### Met1 routing

(1 px per um) Supply wires on this layer in grey.
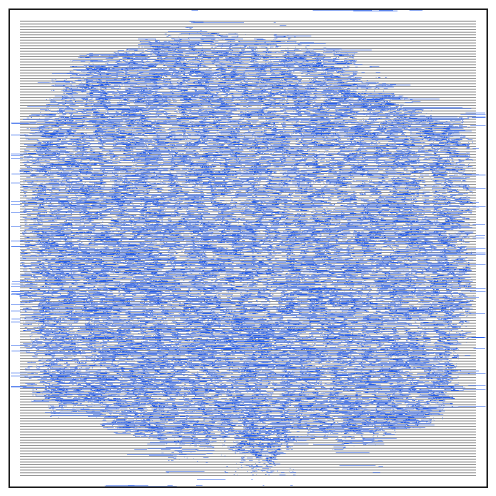
### The metal 2 layer

(1 px per um)
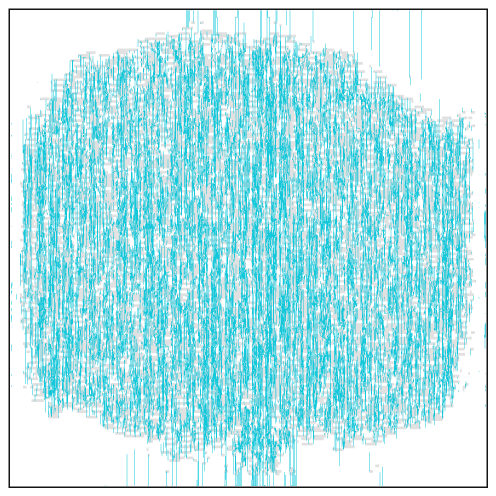
### M3 wires

(1 px per um)
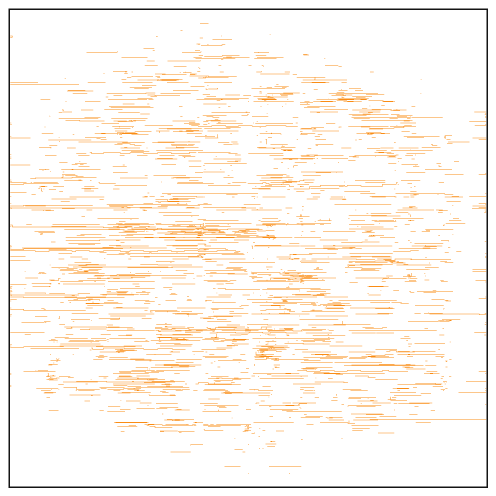
### Signal wires on met4

(1 px per um) Supply wires on this layer in grey.
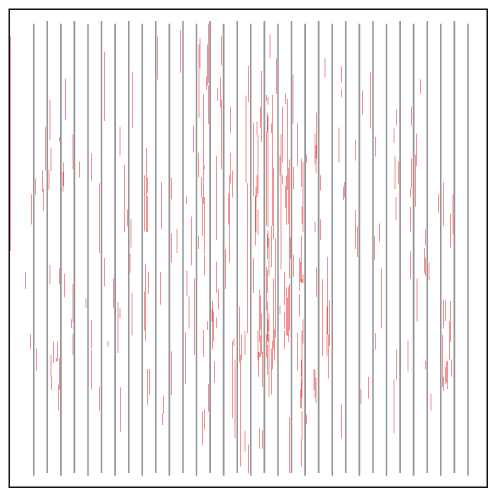
### Placed standard cells

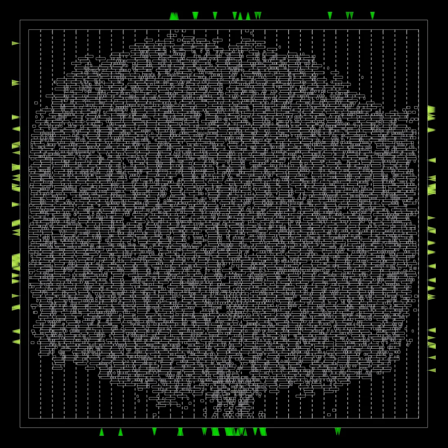
==> config.mk <==
export PLATFORM = sky130hd
export DESIGN_NAME = warp_divergence_stack_flat
export DESIGN_NICKNAME = d
export VERILOG_FILES = /design/src/rtl/warp_divergence_stack_if.sv /design/src/rtl/warp_divergence_stack.sv /design/src/flat_wrapper.sv
export SDC_FILE = /design/constraint.sdc
export NUM_CORES = 2
export LEC_CHECK = 0
export ABC_AREA = 1
export CAP_MARGIN = 20
export CORE_MARGIN = 10
export CORE_UTILIZATION = 50
export DETAILED_ROUTE_END_ITERATION = 8
export MAX_ROUTING_LAYER = met4
export PLACE_DENSITY = 0.66
export SLEW_MARGIN = 20
export SYNTH_ARGS = -nofsm -noshare
export SYNTH_HDL_FRONTEND = slang
export SYNTH_SLANG_ARGS = --single-unit
==> constraint.sdc <==
create_clock -name clk -period 16.1 [get_ports clk]
set_clock_uncertainty 0.15 [all_clocks]
set_input_delay 3.22 -clock clk [delete_from_list [all_inputs] [get_ports clk]]
set_output_delay 3.22 -clock clk [all_outputs]
set_load 0.02 [all_outputs]
==> results_slide.txt <==
Synthesis and Place & Route Summary

Outcome
  • Status: complete, no violations

Power and ir drop
  • Clk. pwr: 5.68 mW
  • Clk pwr share: 0.422
  • Flop+latch power: 6.87 mW
  • Pint: 10.3 mW
  • P_leak: approximately 43 nW

Final timing
  • Min Tclk post-route: 9.59 ns
  • Fmax: 104 MHz
  • Fin Hold WS: 0.335 ns
  • Max Transition Viols Final: 0
  • RSZ-0062 raised after global routing: no

Synth
  • Asr flop ratio synth: 0
  • Commonest cells post-synth: edfxtp_1 (2304), nand3_1 (2101), nand2_1 (1458), inv_1 (1336), nand3b_1 (1009)
  • Ys Warns: 0
  • FF+latch count, synth: 2397
  • Ys cells: 9200
  • Complex Gates by Area: 0.00184
  • Count of library flops with an enable pin: 2304
  • Distinct lib cells: 34
  • XOR/XNOR Area Share: 0.000733

Hold path
  • Hold-critical path depth: 2

Global routing
  • Largest net degree at the start of global routing: roughly 240
  • Vias in the first global route: 67900
  • Initial antenna violation count: 23
  • Total congestion overflow: 0
  • Gr usage total: 0.257

Routing
  • Router iterations before antenna repair: 6
  • Post-DR wirelength/cell: 24.2 um
  • 1st-iter DRT viols: 9227
  • Drt via density: 5.78

Setup path
  • Buffer and inverter count on the worst path: 5
  • Setup Crit Path Kind: in -> reg
  • CP endpoint kind: flip-flop
  • CP max stage delay: ~0.82 ns

Floorplan
  • Core ar.: 0.207 mm^2
  • Die H: 476 um

Place
  • Hpwl dp: 142 mm
  • Placed Area: 0.108 mm^2
  • IO Port Bufs: 167

Cells and area
  • Flip-flop count of the largest register after layout: between 2000 and 2500

CTS
  • CTS Hold Buffers Added: 0
About 'Met1 routing':
The wires run mostly horizontal. 8725 nets have wire on it. The layer carries 121 mm of wire. The layer holds 41% of the routed length. The longest straight run is 142 um.
total number of vias: 70300
met1 usage: 0.348
final wirelength: 294 mm

About 'The metal 2 layer':
The layer holds 46% of the routed length. 6492 nets have wire on it. The longest straight run is 125 um.
M2 GR Usage: 0.398

About 'M3 wires':
The layer holds 9.5% of the routed length. 648 nets have wire on it. The wires run mostly horizontal. The longest straight run is 144 um.
grt met3 use: 0.0418

About 'Signal wires on met4':
The longest straight run is 215 um. 123 nets have wire on it. The layer holds 3.4% of the routed length. The wires run mostly vertical. The layer carries 9940 um of wire.

About 'Placed standard cells':
fill cell count: 17100
n_taps: 2788

final cells by class:
type	instances	area share
antenna	28	0.000606
clock buffer	319	0.0563
clock inverter	135	0.0136
inverter	1344	0.0440
multi-input combinational	4853	0.219
sequential	2397	0.615
tap	2788	0.0302
timing repair buffer	293	0.0218
routing by layer:
metal  routed length (um)  GRT usage  vias to the layer above
met3                27900     0.0418                      669
met4                 9940     0.0856                        0
met2               135000      0.398                     3797
li1                     -          -                    31400
met5                    0          -                        -
met1               121000      0.348                    34400
per-stage QoR:
step | worst slack, ns | utilization | instances
after floorplan | 7.21 | - | 9200
after global placement | 5.77 | 0.520 | 11700
after detailed placement | 5.73 | 0.519 | 11700
after CTS | 6.62 | 0.558 | 12100
after global routing | 6.30 | 0.558 | 12200
final | 6.51 | 0.558 | 12200
Power figures rest on the tool's default switching activity, not on a simulated workload.
